<file path="src/rtl/shift_add_multiplier_ctrl.sv">
// shift_add_multiplier_ctrl: multi-cycle unsigned shift-add multiplier (MUL unit).
// One shared WIDTH-bit ripple-carry adder (half/full adder cells) is sequenced
// by a start/busy/done FSM over WIDTH iterations; product held until next start.
// Optional feature macro: ZERO_SKIP_EN (zero operand finishes after one edge).

// Half adder cell: sum and carry of two bits.
module half_adder (
  input  logic a,
  input  logic b,
  output logic s,
  output logic c
);
  assign s = a ^ b;
  assign c = a & b;
endmodule

// Full adder cell: sum and carry of two bits plus carry-in.
module full_adder (
  input  logic a,
  input  logic b,
  input  logic cin,
  output logic s,
  output logic cout
);
  assign s    = a ^ b ^ cin;
  assign cout = (a & b) | (cin & (a ^ b));
endmodule

module shift_add_multiplier_ctrl #(
  parameter int unsigned WIDTH = 8
) (
  input  logic                 clk,
  input  logic                 reset,
  input  logic                 start,
  input  logic [WIDTH-1:0]     multiplicand,
  input  logic [WIDTH-1:0]     multiplier,
  output logic                 busy,
  output logic                 done,
  output logic [2*WIDTH-1:0]   product
);

  localparam int unsigned CW = $clog2(WIDTH) + 1;
  localparam int unsigned PW = 2 * WIDTH;

  typedef enum logic [1:0] {
    IDLE = 2'd0,
    RUN  = 2'd1,
    DONE = 2'd2
  } state_t;

  state_t          state, state_next;
  logic [WIDTH-1:0] m_reg, m_next;
  logic [PW-1:0]    p_reg, p_next;
  logic [CW-1:0]    count, count_next;
  logic             busy_next, done_next;

  logic [WIDTH-1:0] add_a;
  logic [WIDTH-1:0] add_s;
  logic [WIDTH:1]   carry;
  logic             add_c;

  // Shared ripple-carry adder: upper half of P plus Mreg, carry-in 0 (bit 0 is a half adder).
  assign add_a = p_reg[PW-1:WIDTH];

  half_adder u_ha0 (
    .a (add_a[0]),
    .b (m_reg[0]),
    .s (add_s[0]),
    .c (carry[1])
  );

  genvar i;
  generate
    for (i = 1; i < WIDTH; i++) begin : g_fa
      full_adder u_fa (
        .a    (add_a[i]),
        .b    (m_reg[i]),
        .cin  (carry[i]),
        .s    (add_s[i]),
        .cout (carry[i+1])
      );
    end
  endgenerate

  assign add_c = carry[WIDTH];

  // State, datapath and registered handshake outputs.
  always_ff @(posedge clk or posedge reset) begin
    if (reset) begin
      state <= IDLE;
      m_reg <= '0;
      p_reg <= '0;
      count <= '0;
      busy  <= 1'b0;
      done  <= 1'b0;
    end else begin
      state <= state_next;
      m_reg <= m_next;
      p_reg <= p_next;
      count <= count_next;
      busy  <= busy_next;
      done  <= done_next;
    end
  end

  // Next-state, datapath update and output decode.
  always_comb begin
    state_next = state;
    m_next     = m_reg;
    p_next     = p_reg;
    count_next = count;

    case (state)
      IDLE: begin
        if (start) begin
          state_next = RUN;
          m_next     = multiplicand;
          p_next     = {WIDTH'(0), multiplier};
          count_next = '0;
`ifdef ZERO_SKIP_EN
          // Zero operand: clear P and jump to the last iteration; P stays 0, adder unused.
          if ((multiplicand == '0) || (multiplier == '0)) begin
            p_next     = '0;
            count_next = CW'(WIDTH - 1);
          end
`endif
        end
      end
      RUN: begin
        // Carry-out lands in the top bit after the shift, so no product bit is lost.
        if (p_reg[0]) begin
          p_next = {add_c, add_s, p_reg[WIDTH-1:1]};
        end else begin
          p_next = {1'b0, p_reg[PW-1:1]};
        end
        count_next = count + CW'(1);
        if (count == CW'(WIDTH - 1)) begin
          state_next = DONE;
        end
      end
      DONE: begin
        state_next = IDLE;
      end
      default: begin
        state_next = IDLE;
      end
    endcase

    busy_next = (state_next != IDLE);
    done_next = (state_next == DONE);
  end

  assign product = p_reg;

endmodule

</file>
<file path="config.mk">
export PLATFORM = sky130hd
export DESIGN_NAME = shift_add_multiplier_ctrl
export DESIGN_NICKNAME = d
export VERILOG_FILES = /design/src/rtl/shift_add_multiplier_ctrl.sv
export SDC_FILE = /design/constraint.sdc
export NUM_CORES = 1
export LEC_CHECK = 0
export ABC_AREA = 1
export CAP_MARGIN = 20
export CORE_MARGIN = 5
export CORE_UTILIZATION = 53
export CTS_CLUSTER_DIAMETER = 120
export DETAILED_ROUTE_END_ITERATION = 12
export GPL_ROUTABILITY_DRIVEN = 0
export PLACE_DENSITY = 0.89
export SLEW_MARGIN = 20
export SYNTH_ARGS = -nofsm -noshare
export SYNTH_HDL_FRONTEND = slang
export SYNTH_SLANG_ARGS = --single-unit
</file>
<file path="constraint.sdc">
create_clock -name clk -period 8.35 [get_ports clk]
set_clock_uncertainty 0.05 [all_clocks]
set_input_delay 2.505 -clock clk [delete_from_list [all_inputs] [get_ports clk]]
set_output_delay 2.505 -clock clk [all_outputs]
set_load 0.02 [all_outputs]
</file>
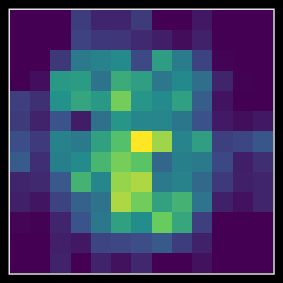
Fig. 1. Wiring heat map (run 1).
Scale: 4 px per µm. The die is cut into 13 by 13 equal tiles; dark purple is low, yellow is high, scaled to the fullest tile. Values are wire area over tile area, all layers added.
The mean over all tiles is 0.13. The densest ninth of the die: centre. 18% of the tiles are over half the peak. 25% of the tiles are nearly empty. The emptiest ninth of the die: north-east.

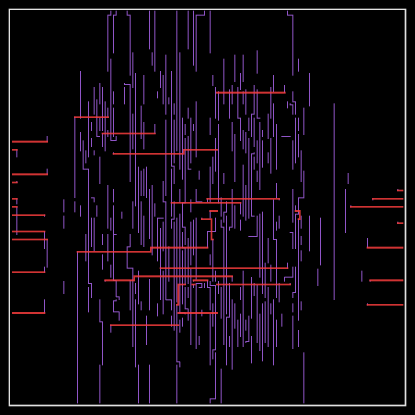
Fig. 2. Signal wires by layer (run 1).
Scale: 6 px per µm. Only two layers are drawn.
Purple marks metal 2, wire length 1700 µm. Red marks metal 3, wire length 251 µm.

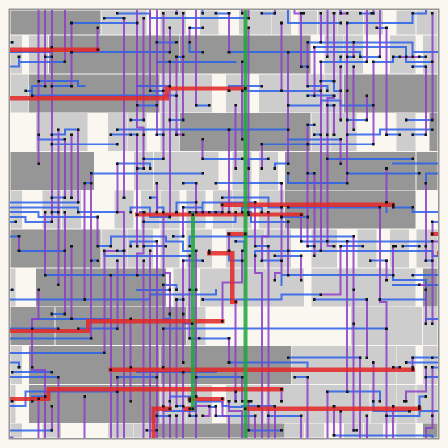
Fig. 3. A small window of the routed layout (run 1).
Window x 18 to 48, y 18 to 48 µm. Cells in grey, sequential cells in the stronger grey; small squares are vias.
Red marks metal 3. Purple marks metal 2. Green marks metal 4. Blue marks metal 1.
Most frequent: nand2_1 (21), dfrtp_1 (15), inv_1 (9). Sequential cells in the window: 15. 83 logic cells have their middle in the window. Netlist names of flops here include m_reg (6), product (5), count (3).

==> out/metrics.cfg, run 1 <==
[critical_path]
critPathLaunch=product[0]
cp.required_ps=5800
combined_buffer_and_inverter_count_along_the_critical_path=1
endpoint=product[0]
worst_r2r_path_depth=14
cp.depth=1
criticalPathCategory=flop to output port
timing.critical_path.to_type=output port
cp_slowest_cell=sky130_fd_sc_hd__clkdlybuf4s50_1
r2r_setup_slack_ps=4920
setup.worst_path.start_class=flop
worstPathCellList=clkdlybuf4s50_1
worst_ep_arrival_time_ps=1610

[clock_tree]
clock-root-buffer=sky130_fd_sc_hd__clkbuf_4
cts.repair_timing.setup_buffer_count=0
ctsLongestPathBuffers=2
htreeDepth=2
tritoncts.num_buffers=5
clock_insertion_delay_worst_skew_ps=350

[floorplanning]
chipArea_mm2=0.00433
core-area_mm2=0.00303
initial_core_util_pct=54.5
nWellTaps=44
top_level_ports=37
num_rows=20

[synthesis]
enable_flop_cells=0
synthesized_nets=209
yosys-stat-area_mm2=0.00165
top_cell=sky130_fd_sc_hd__nand2_1
synth-seq-area-share_pct=48.5
top_area_share_pct=48.5
synth_area_leader_cell=sky130_fd_sc_hd__dfrtp_1
adder_and_majority_cell_fraction_of_the_synthesized_area_pct=10.0
ys_top_logic_family=simple AND/OR/NAND/NOR gates
avgSynthCellArea_um2=9.12
post_synth_xor_area_fraction_pct=0
yosys.area_share.aoi_pct=7.81
top_cells_by_count=sky130_fd_sc_hd__nand2_1, sky130_fd_sc_hd__dfrtp_1, sky130_fd_sc_hd__inv_1
yosys-mux-area-fraction_pct=0
syn-instance-count=181
yosysUniqueCellTypes=23
yosysWarnings=0
post_synth_and_or_nand_nor_area_fraction_pct=21.8

[drt]
routed-via-count=1302
drt-pass1-iter-count=4
totalWireLength_mm=3.35
routed_wire_length_per_instance_um=13.1
remaining_drc_errors=0
ant_nets=0

[global_routing]
track_usage_pct=17.6
grt_max_degree=33
wire_length_of_the_first_global_routing_pass_mm=5.63
antenna_found_initial=0
grt_overflow_total=0
grt_pass1_vias=1233

[power]
irDropWorstVdd_mv=0.175
design_power_total_uw=798
power.share.switching_pct=44.1
power_share_of_the_combinational_group_pct=51.2
power_switching_uw=352
power_report.internal_total_uw=446
clock_power_share_pct=11.7
power_per_cell_area_mw_per_mm2=395
part_of_the_power_in_registers_pct=37.1
power.leakage_uw=0.000958

[final_timing]
final.setup.worst_slack_ps=4180
timing_max_transition_violations_final=0
finalClockPeriodUsage_pct=49.9
timing_worst_slew_pin_value_ps=401
fmaxAchievable_mhz=240
rsz0062_at_grt=no
number_of_setup_violations_in_the_final_report=0
hold_ws_ps=440
finalCriticalPeriod_ps=4170
max-slew-margin-rel_pct=73.3

[layout]
antennaDiodeCount=0
logic_area_um2=653
comb_area_share_pct=32.4
signal_buffer_area_fraction_pct=18.2
comb.multi_input.count=113
layout.nets=239
mostFrequentLayoutCells=sky130_fd_sc_hd__nand2_1, sky130_fd_sc_hd__clkdlybuf4s50_1, sky130_fd_sc_hd__dfrtp_1
seq_share_pct=39.7
area_share_clock_buf_inv_pct=2.91
most_frequent_logic_cell_in_the_layout=sky130_fd_sc_hd__nand2_1
final_area_mm2=0.00202
synthesis_to_layout_area_growth_pct=22.3
largest_cell_class=sequential cells
share_of_cells_above_drive_strength_1_pct=8.02
nClkBuffers=8
nFlopsAndLatches=32
buffers_excl_clock=37
final_core_utilization_pct=66.7
regArea_um2=801

[placed_design]
detailed_place.area_mm2=0.00196
hpwlAfterDp_mm=2.45
dp_worst_setup_slack_ps=4450
portBuffers=36

[min_path]
hold_path.class=flop to flop
worst_hold_path.num_cells=1
whs_endpoint=state[1]

[run_status]
run_status=completed

[run 1: power by group through the flow]
| stage | clock network [µW] | registers [µW] | logic, µW |
|---|---|---|---|
| after floorplan | 0 | 303 | 296 |
| after global placement | 0 | 295 | 387 |
| after detailed placement | 0 | 298 | 412 |
| after CTS | 94.1 | 295 | 413 |
| after global routing | 102 | 308 | 462 |
| final | 93.3 | 296 | 409 |
[run 1: metal layers]
layer | share of wire (%) | global-route usage, % | vias up
li1 | - | - | 620
met1 | 40 | 22.7 | 625
met2 | 51 | 26.3 | 48
met3 | 7.5 | 5.95 | 9
met4 | 1.6 | 8.55 | 0
met5 | 0 | 0 | -
Fig. 4: run 1, gate families picked out
Scale: 6 px per µm.
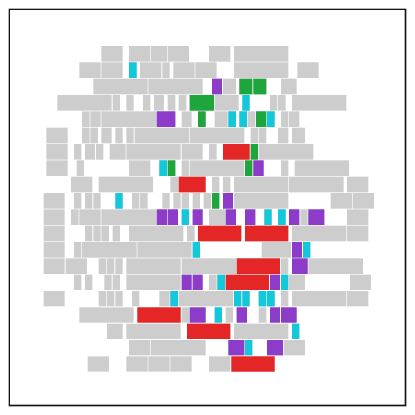

==> run 2: changes to the inputs <==
--- a/config.mk
+++ b/config.mk
@@ -8,11 +8,11 @@
 export ABC_AREA = 1
 export CAP_MARGIN = 20
 export CORE_MARGIN = 5
-export CORE_UTILIZATION = 53
+export CORE_UTILIZATION = 50
 export CTS_CLUSTER_DIAMETER = 120
 export DETAILED_ROUTE_END_ITERATION = 12
 export GPL_ROUTABILITY_DRIVEN = 0
-export PLACE_DENSITY = 0.89
+export PLACE_DENSITY = 0.85
 export SLEW_MARGIN = 20
 export SYNTH_ARGS = -nofsm -noshare
 export SYNTH_HDL_FRONTEND = slang
==> constraint.sdc (replaced) <==
create_clock -name clk -period 4.17 [get_ports clk]
set_clock_uncertainty 0.05 [all_clocks]
set_input_delay 1.251 -clock clk [delete_from_list [all_inputs] [get_ports clk]]
set_output_delay 1.251 -clock clk [all_outputs]
set_load 0.02 [all_outputs]
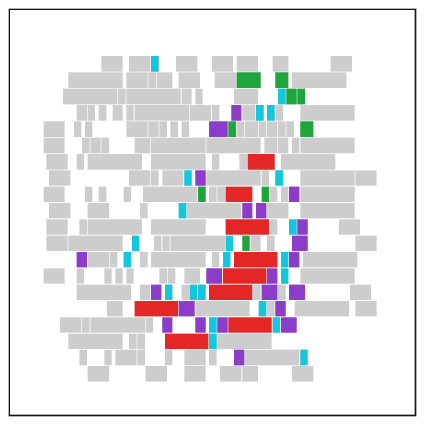
Fig. 5. Gate families picked out (run 2).
Scale: 6 px per µm.
Green marks nor cells, cells 9. Red marks fa/ha/maj cells, cells 9. Purple marks aoi and oai cells, cells 22. Cyan marks inv cells, cells 22.

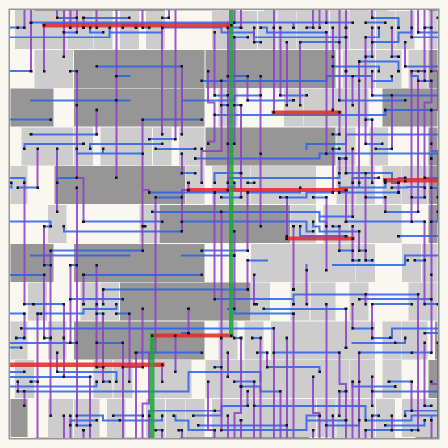
Fig. 6. A small window of the routed layout (run 2).
Window x 19 to 49, y 19 to 49 µm. Cells in grey, sequential cells in the stronger grey; small squares are vias.
Green marks metal 4. Blue marks metal 1. Red marks metal 3. Purple marks metal 2.
Netlist names of flops here include product (4), m_reg (3), count (2). Sequential cells in the window: 9. 88 logic cells have their middle in the window. Most frequent: nand2_1 (30), inv_1 (12), dfrtp_1 (9).

==> run 2 against run 1 <==
  * Total power is 95% higher
  * Design area is 0.62% lower
  * Non-clock buffer count stayed put
  * Utilization is 2.0 points lower
  * Setup slack worse by 3300 ps
  * Via count is 2.7% lower
  * Die size is 5.1% higher
  * Synthesized area stayed put
  * Sequential share of layout area is 0.25 points higher
  * Critical endpoint is now product[14]
==> out/metrics.cfg, run 2 <==
[min_path]
whs_endpoint=state[1]
hold_path.class=flop to flop
timing.hold.worst.start=state[1]
worst_hold_path.num_cells=1

[layout]
nClkBuffers=6
comb.multi_input.count=113
buffers_excl_clock=37
largest_cell_class=sequential cells
synthesis_to_layout_area_growth_pct=21.5
seq_share_pct=39.9
antennaDiodeCount=0
area_share_clock_buf_inv_pct=2.31
layout.nets=239
signal_buffer_area_fraction_pct=18.3
final_core_utilization_pct=64.6
inv_count=22
final_area_mm2=0.00201
regArea_um2=801
mostFrequentLayoutCells=sky130_fd_sc_hd__nand2_1, sky130_fd_sc_hd__clkdlybuf4s50_1, sky130_fd_sc_hd__dfrtp_1
share_of_cells_above_drive_strength_1_pct=8.06
logic_area_um2=653
filler_cell_count=291
most_frequent_logic_cell_in_the_layout=sky130_fd_sc_hd__nand2_1
nFlopsAndLatches=32
largest_register_ff_count=16
comb_area_share_pct=32.6

[floorplanning]
dieHeight_um=67.5
chipArea_mm2=0.00455
num_rows=20
die.size.x_um=67.5
top_level_ports=37
core-area_mm2=0.00310
initial_core_util_pct=53.2
nWellTaps=44

[power]
power_report.internal_total_uw=871
clockNetworkPower_uw=159
p_seq_uw=587
power_switching_uw=686
p_comb_uw=811
power_share_of_the_combinational_group_pct=52.1
power_top_consumer=combinational logic
clock_power_share_pct=10.2
irDropWorstVdd_mv=0.317
power.share.switching_pct=44.1
part_of_the_power_in_registers_pct=37.7
power_per_cell_area_mw_per_mm2=776
power.leakage_uw=0.000953

[clock_tree]
clock_insertion_delay_worst_skew_ps=330
worst_setup_hold_path_clk_slew_ps=90
cts.repair_timing.setup_buffer_count=0
tritoncts.num_buffers=5
ctsLongestPathBuffers=2
clkSinkCount=32
postCtsHoldBufs=0
htreeDepth=2
clock-root-buffer=sky130_fd_sc_hd__clkbuf_4
clock_tree_from_tritoncts=done
cts_repair_resize_count=0

[synthesis]
top_area_share_pct=48.5
fraction_of_registers_with_async_set_or_reset_after_synthesis_pct=100
avgSynthCellArea_um2=9.12
top_cells_by_count=sky130_fd_sc_hd__nand2_1, sky130_fd_sc_hd__dfrtp_1, sky130_fd_sc_hd__inv_1
enable_flop_cells=0
yosys-stat-cells=181
synth.top_cells.by_area=sky130_fd_sc_hd__dfrtp_1, sky130_fd_sc_hd__nand2_1, sky130_fd_sc_hd__fa_1, sky130_fd_sc_hd__buf_4, sky130_fd_sc_hd__inv_1
yosysUniqueCellTypes=23
synth-seq-area-share_pct=48.5
mappedNetlistArea_mm2=0.00165
ys_ff=32
syn-instance-count=181
synth_area_leader_cell=sky130_fd_sc_hd__dfrtp_1
yosys-stat-area_mm2=0.00165
top_cell=sky130_fd_sc_hd__nand2_1
dominantRegCellSynth=sky130_fd_sc_hd__dfrtp_1
synthesized_nets=209
yosysWarnings=0

[run_status]
run_status=completed

[drt]
detailroute.wirelength.met3_um=191
remaining_drc_errors=0
detail_route.wirelength.met1_mm=1.36
topRoutingLayerUsed=met4
routed-via-count=1267
drt_iter0_markers=48
ant_nets=0
post_drt_via_cell_ratio=4.97
totalWireLength_mm=3.13
routed_wire_length_per_instance_um=12.3
dr_wl_met2_mm=1.51
drt-pass1-iter-count=4

[critical_path]
critical_path.reg2reg.startpoint=product[8]
worst_ep_arrival_time_ps=3480
endpoint=product[14]
timing.critical_path.slowest_cell_delay_ps=430
worstPathCellList=ha_1 > fa_1 > inv_1 > fa_1 > fa_1 > inv_1 > fa_1 > inv_1 > fa_1 > inv_1 > fa_1 > fa_1 > o211ai_1 > o21ai_1
timing.critical_path.to_type=flop
combined_buffer_and_inverter_count_along_the_critical_path=4
crit_family=adder cells
worst_r2r_path_depth=14
critPathLaunch=product[8]
cp.required_ps=4350
setup.worst_path.start_class=flop
crit_path_frequent_cell=sky130_fd_sc_hd__fa_1
r2r_setup_slack_ps=860
cp_slowest_cell=sky130_fd_sc_hd__fa_1
endpoint_of_the_lowest_slack_register_to_register_path=product[14]
criticalPathCategory=flop to flop
timing.critical_path.fanout_max=4
cp.depth=14

[final_timing]
hold_ws_ps=447
finalClockPeriodUsage_pct=79.3
fmaxAchievable_mhz=302
rsz0062_at_grt=no
max-slew-margin-rel_pct=73.4
fin_tns_setup_ps=0
timing_worst_slew_pin_value_ps=398
number_of_setup_violations_in_the_final_report=0
timing_max_transition_violations_final=0
finalHoldViolations=0
finalCriticalPeriod_ps=3310

[global_routing]
grt_pass1_vias=1252
grt_overflow_total=0
track_usage_pct=16.6
grt_max_degree=33
global_route.usage.met2_pct=26.1
wire_length_of_the_first_global_routing_pass_mm=5.53
gr-usage-met3_pct=4.83
layer_carrying_the_most_global_route_usage=met2
grt_util_met1_pct=20.4
antenna_found_initial=0

[placed_design]
detailed_place.area_mm2=0.00196
portBuffers=36
hpwlAfterDp_mm=2.40

[flow_run]
openroad.warnings=26
drv.max_cap_violation_count=0

[run 2: cell counts after synthesis]
Identical to the previous run, type by type.
[run 2: per-stage QoR]
| step | worst slack [ps] | power [µW] | std cells |
|---|---|---|---|
| 2_1_floorplan | 1020 | 1200 | 181 |
| 3_3_place_gp | 978 | 1380 | 248 |
| 3_5_place_dp | 864 | 1410 | 248 |
| 4_1_cts | 846 | 1580 | 255 |
| 5_1_grt | 697 | 1720 | 255 |
| 6_report | 863 | 1560 | 255 |
[run 2: cell families after synthesis]
group                      count (synthesis)  share of synthesized area [%]
AOI/OAI and AO/OA                         22                           7.81
and+or+nand+nor                           82                           21.8
DFF                                       32                           48.5
adders and majority gates                  9                           10.0
buffers and inverters                     36                           11.9
Fig. 7: run 2, wiring heat map
Scale: 4 px per µm. The die is cut into 13 by 13 equal tiles; dark purple is low, yellow is high, scaled to the fullest tile. Values are wire area over tile area, all layers added.
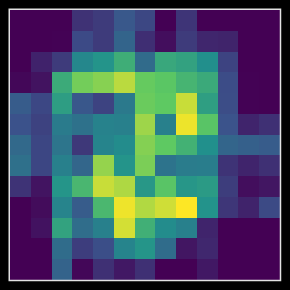

==> run 3: changes to the inputs <==
==> constraint.sdc (replaced) <==
create_clock -name clk -period 3.2 [get_ports clk]
set_clock_uncertainty 0.05 [all_clocks]
set_input_delay 0.96 -clock clk [delete_from_list [all_inputs] [get_ports clk]]
set_output_delay 0.96 -clock clk [all_outputs]
set_load 0.02 [all_outputs]
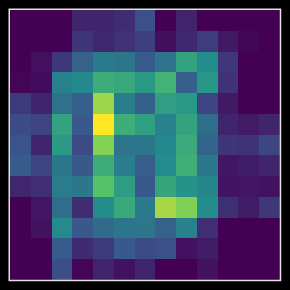
Fig. 8. Wiring heat map (run 3).
Scale: 4 px per µm. The die is cut into 13 by 13 equal tiles; dark purple is low, yellow is high, scaled to the fullest tile. Values are wire area over tile area, all layers added.
The emptiest ninth of the die: south-east. The fullest tile reaches 0.48. 15% of the tiles are over half the peak. The densest ninth of the die: centre.

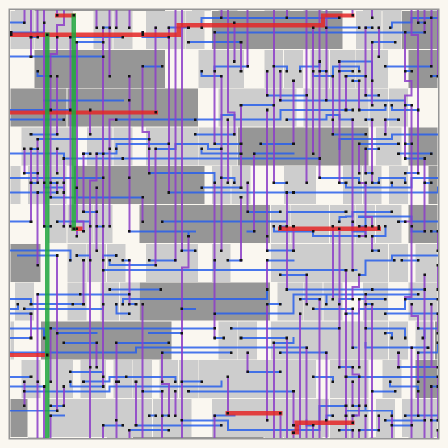
Fig. 9. A small window of the routed layout (run 3).
Window x 19 to 49, y 19 to 49 µm. Cells in grey, sequential cells in the stronger grey; small squares are vias.
Red marks metal 3. Green marks metal 4. Purple marks metal 2. Blue marks metal 1.
Sequential cells in the window: 8. Most frequent: nand2_1 (29), dfrtp_1 (8). Netlist names of flops here include product (4), count (2), m_reg (2). 86 logic cells have their middle in the window.

==> run 3 against run 2 <==
  * Hold slack gained 5.7 ps
  * Wire length up 5.6%
  * Clock power grew about 60%
  * Register-to-register slack lost 850 ps
  * Design area rose by 2.6%
  * Highest routed layer unchanged
==> out/metrics.cfg, run 3 <==
[min_path]
whs_endpoint=done
hold_path.class=flop to flop

[final_timing]
max-slew-margin-rel_pct=73.0
number_of_setup_violations_in_the_final_report=0
finalCriticalPeriod_ps=3190
finalHoldViolations=0
hold_ws_ps=453
rsz0062_at_grt=yes
final.setup.worst_slack_ps=12.4
timing_max_transition_violations_final=0

[placed_design]
placed_cells_incl_taps=249
dp_worst_setup_slack_ps=-116
portBuffers=36
hpwlAfterDp_mm=2.41
detailed_place.area_mm2=0.00197

[flow_run]
openroad.warnings=28
drv.max_cap_violation_count=0

[power]
power.leakage_uw=0.000961
design_power_total_uw=2140
irDropWorstVdd_mv=0.468
power_per_cell_area_mw_per_mm2=1040

[layout]
most_frequent_logic_cell_in_the_layout=sky130_fd_sc_hd__nand2_1
layout.nets=241
share_of_cells_above_drive_strength_1_pct=14.6
filler_cell_count=275
synthesis_to_layout_area_growth_pct=24.6
final_area_mm2=0.00206
largest_register_ff_count=16
antennaDiodeCount=0

[clock_tree]
htreeDepth=2
clock_insertion_delay_worst_skew_ps=330
postCtsHoldBufs=0
worst_setup_hold_path_clk_slew_ps=90
clock_tree_from_tritoncts=done
clkSinkCount=32
ctsLongestPathBuffers=2
tritoncts.num_buffers=5
clock-root-buffer=sky130_fd_sc_hd__clkbuf_4

[floorplanning]
core-area_mm2=0.00310
top_level_ports=37
dieHeight_um=67.5
num_rows=20
chipArea_mm2=0.00455

[synthesis]
post_synth_and_or_nand_nor_area_fraction_pct=21.8
dominantRegCellSynth=sky130_fd_sc_hd__dfrtp_1
post_synth_xor_area_fraction_pct=0
yosys-stat-area_mm2=0.00165
syn-instance-count=181
yosysUniqueCellTypes=23
enable_flop_cells=0
avgSynthCellArea_um2=9.12
synth_area_leader_cell=sky130_fd_sc_hd__dfrtp_1
yosys.area_share.aoi_pct=7.81
yosys-mux-area-fraction_pct=0
top_cell=sky130_fd_sc_hd__nand2_1
top_cells_by_count=sky130_fd_sc_hd__nand2_1, sky130_fd_sc_hd__dfrtp_1, sky130_fd_sc_hd__inv_1
top_area_share_pct=48.5
ys_ff=32
synth-seq-area-share_pct=48.5
synthesized_nets=209
yosys-stat-cells=181

[drt]
detail_route.wirelength.met1_mm=1.44
drt_iter0_markers=61
totalWireLength_mm=3.30
routed_wire_length_per_instance_um=12.9
remaining_drc_errors=0
post_drt_via_cell_ratio=4.94
drt-pass1-iter-count=4
detailroute.wirelength.met3_um=159
ant_nets=0

[critical_path]
critical_path.reg2reg.startpoint=m_reg[0]
timing.critical_path.slowest_cell_delay_ps=420
setup.worst_path.start_class=flop
combined_buffer_and_inverter_count_along_the_critical_path=4
endpoint_of_the_lowest_slack_register_to_register_path=product[14]
cp_slowest_cell=sky130_fd_sc_hd__fa_1
crit_family=adder cells
timing.critical_path.to_type=flop
worst_r2r_path_depth=14
critPathLaunch=m_reg[0]
r2r_setup_slack_ps=10
endpoint=product[14]
worstPathCellList=ha_2 > fa_2 > inv_2 > fa_2 > fa_2 > inv_2 > fa_2 > inv_2 > fa_2 > inv_2 > fa_2 > fa_1 > o211ai_1 > o21ai_1
cp.required_ps=3370
cp.depth=14

[global_routing]
antenna_found_initial=0
grt_max_degree=33
grt_pass1_vias=1275
grt_overflow_total=0
gr-usage-met3_pct=4.83
global_route.usage.met2_pct=27.6
wire_length_of_the_first_global_routing_pass_mm=5.69

[run_status]
run_status=completed

-- run 3: cell count changes in the layout (fill, tap and decap cells not counted), sizes merged --
| cell | previous run | this run |
|---|---|---|
| buf | 1 | 3 |
| clkbuf | 6 | 7 |
| clkinv | 1 | 0 |
-- run 3: layout make-up --
type	instances	area (µm²)	area share [%]
clock buffers	7	65.1	3.16
inverters	22	82.6	4.01
multi-input cells	113	671	32.6
well taps	44	55.1	2.68
repair buffers	39	383	18.6
flip-flops and latches	32	801	38.9
-- run 3: report_power, final --
group,leakage [µW],internal (µW),switching (µW)
combinational,0.000530,493,626
sequential,0.000394,594,172
clock,0.0000374,124,129
-- run 3: repair_timing --
item                                    in CTS  in global routing
endpoints found under the hold margin        0                  0
gates resized                               11                  0
pin swaps                                    4                  4
endpoints found under the setup margin       1                  1
buffers inserted                             1                  0
Power and IR drop assume default switching activity.
